## src/rtl/pc_sequencer.sv

```systemverilog
// Program-counter controller for the fetch path: IDLE/RUN/DONE lifecycle,
// single-cycle branch resolution through the branch-target LUT, retired count.
module pc_sequencer #(
  parameter int D        = 10,
  parameter int START_PC = 0,
  parameter int CNT_W    = 16
) (
  input  logic             clk,
  input  logic             reset_n,
  input  logic             start,
  input  logic             stall,
  input  logic             branch_en,
  input  logic             branch_cond,
  input  logic             branch_rel,
  input  logic [3:0]       branch_idx,
  input  logic             halt,
  output logic [3:0]       lut_addr,
  input  logic [D-1:0]     lut_target,
  output logic [D-1:0]     pc,
  output logic             running,
  output logic             done,
  output logic [CNT_W-1:0] instr_cnt
);

  typedef enum logic [1:0] {S_IDLE, S_RUN, S_DONE} state_t;

  localparam logic [D-1:0]     LP_START = D'(START_PC);
  localparam logic [D-1:0]     LP_PC1   = {{(D-1){1'b0}}, 1'b1};
  localparam logic [CNT_W-1:0] LP_CNT1  = {{(CNT_W-1){1'b0}}, 1'b1};

  state_t           r_state, w_state_nxt;
  logic [D-1:0]     r_pc, w_pc_nxt;
  logic [CNT_W-1:0] r_cnt, w_cnt_nxt;
  logic             w_taken;

  assign lut_addr = branch_idx;
  assign w_taken  = branch_en & branch_cond;

  always_ff @(posedge clk or negedge reset_n) begin
    if (!reset_n) begin
      r_state <= S_IDLE;
      r_pc    <= LP_START;
      r_cnt   <= '0;
    end else begin
      r_state <= w_state_nxt;
      r_pc    <= w_pc_nxt;
      r_cnt   <= w_cnt_nxt;
    end
  end

  always_comb begin
    w_state_nxt = r_state;
    w_pc_nxt    = r_pc;
    w_cnt_nxt   = r_cnt;
    case (r_state)
      S_IDLE, S_DONE: begin
        if (start) begin
          w_state_nxt = S_RUN;
          w_pc_nxt    = LP_START;
          w_cnt_nxt   = '0;
        end
      end
      S_RUN: begin
        if (!stall) begin
          if (r_cnt != '1) w_cnt_nxt = r_cnt + LP_CNT1;
          // halt holds pc even if a taken branch arrives in the same cycle
          if (halt)                   w_state_nxt = S_DONE;
          else if (w_taken && !branch_rel) w_pc_nxt = lut_target;
          else if (w_taken)           w_pc_nxt = r_pc + lut_target;
          else                        w_pc_nxt = r_pc + LP_PC1;
        end
      end
      default: w_state_nxt = S_IDLE;
    endcase
  end

  always_comb begin
    running   = (r_state == S_RUN);
    done      = (r_state == S_DONE);
    pc        = r_pc;
    instr_cnt = r_cnt;
  end

endmodule
```

## config.mk

```make
export PLATFORM = sky130hd
export DESIGN_NAME = pc_sequencer
export DESIGN_NICKNAME = d
export VERILOG_FILES = /design/src/rtl/pc_sequencer.sv
export SDC_FILE = /design/constraint.sdc
export NUM_CORES = 1
export LEC_CHECK = 0
export ABC_CLOCK_PERIOD_IN_PS = 1800
export CAP_MARGIN = 20
export CORE_AREA = 10 10 79 81
export CTS_CLUSTER_SIZE = 10
export DETAILED_ROUTE_END_ITERATION = 8
export DIE_AREA = 0 0 89 91
export MAX_ROUTING_LAYER = met4
export PLACE_DENSITY = 0.79
export SKIP_CTS_REPAIR_TIMING = 1
export SYNTH_ARGS = -nofsm -noshare
export SYNTH_HDL_FRONTEND = slang
export SYNTH_SLANG_ARGS = --single-unit
```

## constraint.sdc

```tcl
create_clock -name clk -period 1.8 [get_ports clk]
set_input_delay 0.54 -clock clk [delete_from_list [all_inputs] [get_ports clk]]
set_output_delay 0.54 -clock clk [all_outputs]
set_load 0.02 [all_outputs]
```

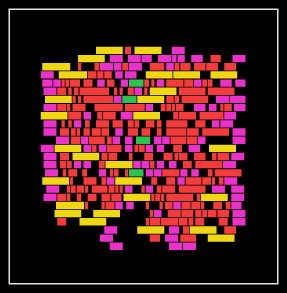
**Above:** run 1 (cells colored by class).
(3 px per µm)
color	class	cells
red	combinational and other logic	179
yellow	sequential cells	28
green	clock drivers and dummy loads	4
magenta	remaining buffers and delay cells	99

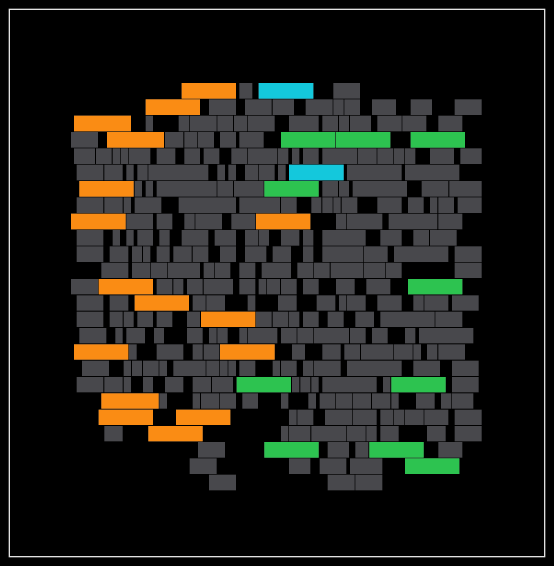
**Above:** run 1 (register map, names as in the netlist).
(6 px per µm) Other cells in gray.
color	netlist name	placed flops
green	`pc`	10
orange	`instr_cnt`	16
cyan	`r_state`	2

==> results.txt, run 1 <==
Implementation summary

The flow ran to the end, but the final reports show violations. The end-of-flow timing check tallies setup violations at 8. The number of well taps is 54. The transition at the pin with the smallest max-transition slack is 0.5072 ns.

The report counts max-capacitance violations totalling 0. The kind of capture point of the worst setup path is a flip-flop. The type recorded for the worst min-delay path is flip-flop to flip-flop.

The register-to-register path setup slack is -0.01 ns. The checks that failed: setup timing. The first global-routing pass estimated 9867 µm of wire. The proportion of cell area occupied by multi-input gates is 0.4596. The post-synthesis to final-layout area growth is 66.60%. The multi-input combinational cell area is 1546 µm². Setup repair after global routing could not meet its margin everywhere. For reference, the mux area share after synthesis is 0.01983.

Final hold analysis gives a worst-case slack of 0.5791 ns. Per the detail_route log, met2 wirelength is 3643 µm. The flow reports an fmax of 497.6 MHz. The first-pass detailed-route iteration total is 4. The share of synthesized area occupied by flip-flops and latches is 0.3470. The met1 usage in global routing is 0.1915. The utilization after layout is 0.7219. The total DRC errors in the routed layout is 0. The fraction of synthesized cell area taken by the top area cell type is 0.3470. The clock network power reported by the tool is 406 µW. According to the I/O placement log, the pin count is 54.

The final critical-path setup slack is -0.2095 ns. The HPWL after detailed placement is 4696 µm. The met3 usage in global routing is 0.02770.

The worst voltage drop across the vdd grid is 480.3 µV. According to the Yosys statistics, the synthesized design has a chip area of 2019 µm². The count of fill cells added during filler insertion is 344. The aoi/oai-family share of the synthesized area is 0.1970. Wire segments on met3 add up to 400 µm in the final route. The total wire length is 6950 µm. The met2 layer usage reported by global route is 0.2489. The clock tree cell share of total cell area is 0.01636.

By startpoint and endpoint, the worst setup path is classified as primary input to flip-flop. The quantity of I/O buffers inserted on ports is 45.
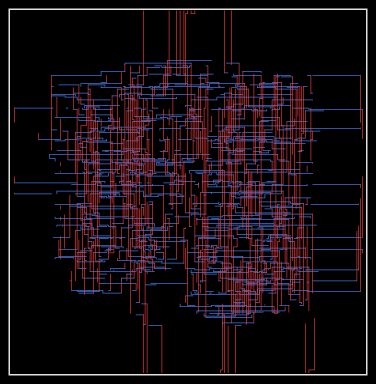
**Above:** run 1 (signal wires by layer).
(4 px per µm) Two of the layers only.
color	layer	wire length
red	metal 2	3,640 µm
blue	metal 1	2,820 µm

**Run 1: the metal 3 layer**

(4 px per µm)
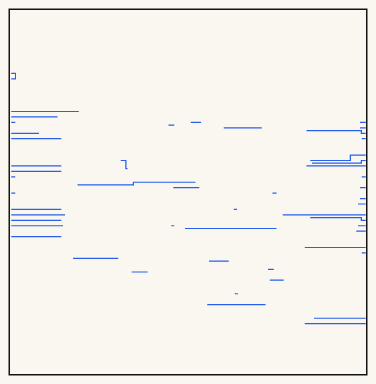

==> run 2: changes to the inputs <==
--- a/config.mk
+++ b/config.mk
@@ -11,6 +11,7 @@
 export CTS_CLUSTER_SIZE = 10
 export DETAILED_ROUTE_END_ITERATION = 8
 export DIE_AREA = 0 0 89 91
+export GPL_TIMING_DRIVEN = 0
 export MAX_ROUTING_LAYER = met4
 export PLACE_DENSITY = 0.79
 export SKIP_CTS_REPAIR_TIMING = 1
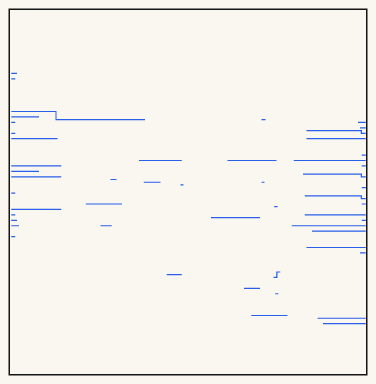
**Above:** run 2 (the metal 3 layer).
(4 px per µm)
longest straight run	22.1 µm
share of all routed wire	5.5%
wire length on this layer	345 µm
main direction	horizontal
nets with wire on the layer	43

==> run 2 against run 1 <==
The flow still finishes with violations (setup timing). Critical path type unchanged. Fmax rose by 1.5%. Via count is 2.4% lower. Critical path depth unchanged. Flip-flop count is the same. Clock skew down 0.012 ns. Utilization shrank 3.5 points.
==> results.txt, run 2 <==
Implementation summary

The flow ran to the end, but the final reports show violations. The final reports fail on setup timing. The total DRC errors in the routed layout is 0 (unchanged). The share of synthesized area spent on multiplexers is 0.01983 (unchanged). The fmax is 505.3 MHz (+1.5%). The count of boundary I/O pins was 54 (unchanged). The global-route wire length before repair is 9163 µm (-7.1%). The register-to-register path setup slack is -0.02 ns (about the same).

The detailed placer's ending HPWL is 4188 µm (-11%). The final critical-path setup slack came to -0.1792 ns (+0.03038 ns). The proportion of cell area occupied by multi-input gates came to 0.4857 (+0.02608).

The met2 layer usage reported by global route was 0.2270 (-0.02196). The clock tree cell share of total cell area is 0.01291 (-0.003457). The quantity of I/O buffers inserted on ports was 49 (+8.9%).

The count of fill cells added during filler insertion is 333 (-3.2%). The count of max-cap constraint violations is 0 (unchanged). The kind of capture point of the worst setup path is a flip-flop. The final count of negative-setup-slack endpoints is 5 (-3). The number of well taps was 54 (unchanged). The share of synthesized area occupied by flip-flops and latches was 0.3470 (unchanged). The aoi/oai-family share of the synthesized area is 0.1970 (unchanged). The tightest hold margin is 0.5600 ns (-0.01907 ns).

The transition at the pin with the smallest max-transition slack is 0.5721 ns (+0.06485 ns). The met1 usage in global routing is 0.1698 (-0.02162). Setup repair after global routing could not meet its margin everywhere.

The chip area from the yosys synthesis statistics is 2019 µm² (unchanged). The detailed-routed wire length on met2 was 3206 µm (-12%). The worst voltage drop across the vdd grid is 367.1 µV (-24%). The fraction of synthesized cell area taken by the top area cell type was 0.3470 (unchanged).

The met3 usage in global routing is 0.03396 (+0.006256). The path type of the worst min-delay path is flip-flop to flip-flop. The first-pass detailed-route iteration total is 4 (unchanged). The multi-input combinational cell area came to 1554 µm² (+0.49%). The setup path with the least slack is of type primary input to flip-flop.
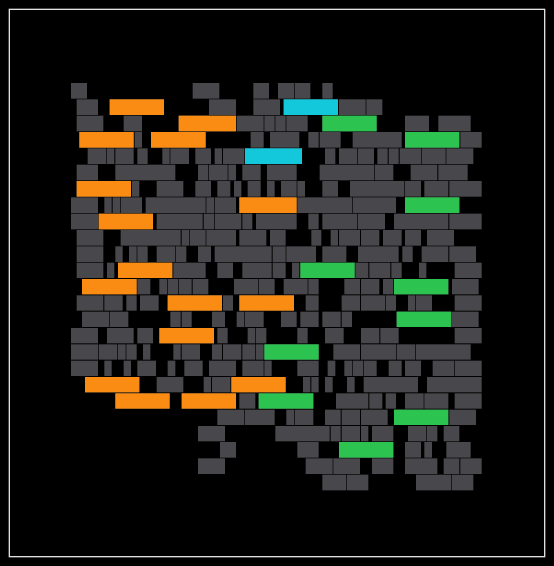
**Above:** run 2 (register map, names as in the netlist).
(6 px per µm) Other cells in gray.
color	netlist name	placed flops
green	`pc`	10
cyan	`r_state`	2
orange	`instr_cnt`	16

**Run 2: cell placement**

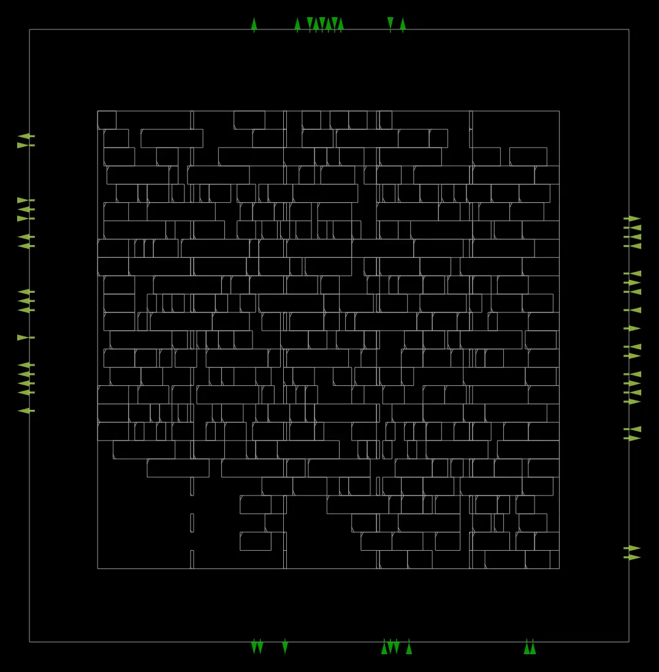

==> run 3: changes to the inputs <==
--- a/config.mk
+++ b/config.mk
@@ -14,6 +14,7 @@
 export GPL_TIMING_DRIVEN = 0
 export MAX_ROUTING_LAYER = met4
 export PLACE_DENSITY = 0.79
+export SETUP_SLACK_MARGIN = 0.02
 export SKIP_CTS_REPAIR_TIMING = 1
 export SYNTH_ARGS = -nofsm -noshare
 export SYNTH_HDL_FRONTEND = slang
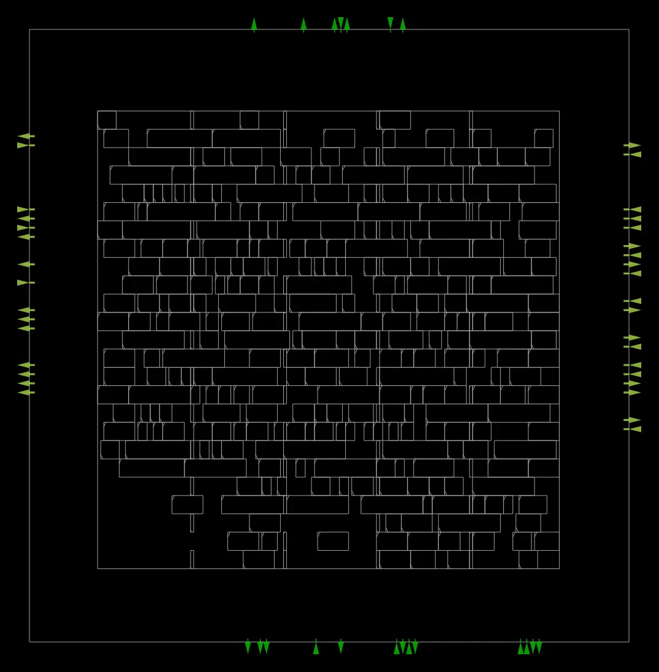
**Above:** run 3 (cell placement).
area inside the core boundary: 4661 µm²
Cell Count, Final, Fillers Out: 352
Tap Count: 54
number of rows in the core area: 25

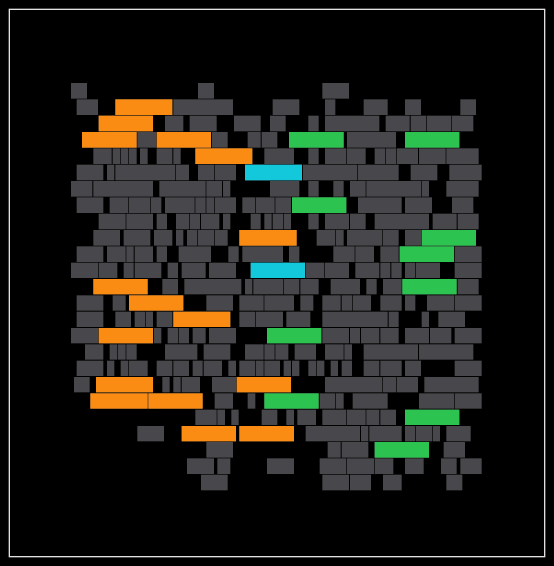
**Above:** run 3 (register map, names as in the netlist).
(6 px per µm) Other cells in gray.
color	netlist name	placed flops
cyan	`r_state`	2
green	`pc`	10
orange	`instr_cnt`	16

==> run 3 against run 2 <==
The flow still finishes with violations (setup timing). Register-to-register slack worse by 0.02 ns. Worst setup slack lost 0.021 ns. Via count increased by 3.1%. Largest power group unchanged. Clock power grew 48%. Non-clock buffer count rose by 10. Clock-buffer cell count unchanged. Highest routed layer unchanged. Die area stayed put. Sequential share of layout area fell by 0.81 points.
==> results.txt, run 3 <==
Implementation summary

The instance count along the most critical hold path is 3. The tightest hold margin is 0.5137 ns (-0.04639 ns). The clock tree cell share of total cell area is 0.02132 (+0.008411).

The share of synthesized area occupied by flip-flops and latches came to 0.3470 (unchanged). The proportion of cell area occupied by multi-input gates was 0.4734 (-0.01228). The met1 usage in global routing is 0.1666 (-0.003252). The share of synthesized area spent on multiplexers is 0.01983 (unchanged). The count of max-cap constraint violations is 0 (unchanged). The total DRC errors in the routed layout is 0 (unchanged). The first-pass detailed-route iteration total was 4 (unchanged). The chip area from the yosys synthesis statistics was 2019 µm² (unchanged). The final reports fail on setup timing. The met2 layer usage reported by global route is 0.2392 (+0.01220). The detailed-routed wire length on met2 is 3483 µm (+8.6%).

The fraction of synthesized cell area taken by the top area cell type was 0.3470 (unchanged). The met3 usage in global routing was 0.03575 (+0.001787). The fmax is 500.0 MHz (-1.0%). The worst voltage drop across the vdd grid was 529.0 µV (+44%). The final critical-path setup slack was -0.2001 ns (-0.02092 ns). The flow ran to the end, but the final reports show violations. The kind of capture point of the worst setup path is a flip-flop.

The detailed placer's ending HPWL came to 4307 µm (+2.9%). The final count of negative-setup-slack endpoints was 7 (+2). The multi-input combinational cell area is 1584 µm² (+1.9%). The number of global-route vias before repair is 1,974. The aoi/oai-family share of the synthesized area is 0.1970 (unchanged). The count of fill cells added during filler insertion is 332 (-0.30%). The kind of critical path is primary input to flip-flop.

The register-to-register path setup slack is -0.04 ns (-0.02 ns). The transition at the pin with the smallest max-transition slack is 0.8257 ns (+0.2536 ns). Setup repair after global routing could not meet its margin everywhere. The global-route wire length before repair is 9363 µm (+2.2%).
Power figures rest on the tool's default switching activity, not on a simulated workload.
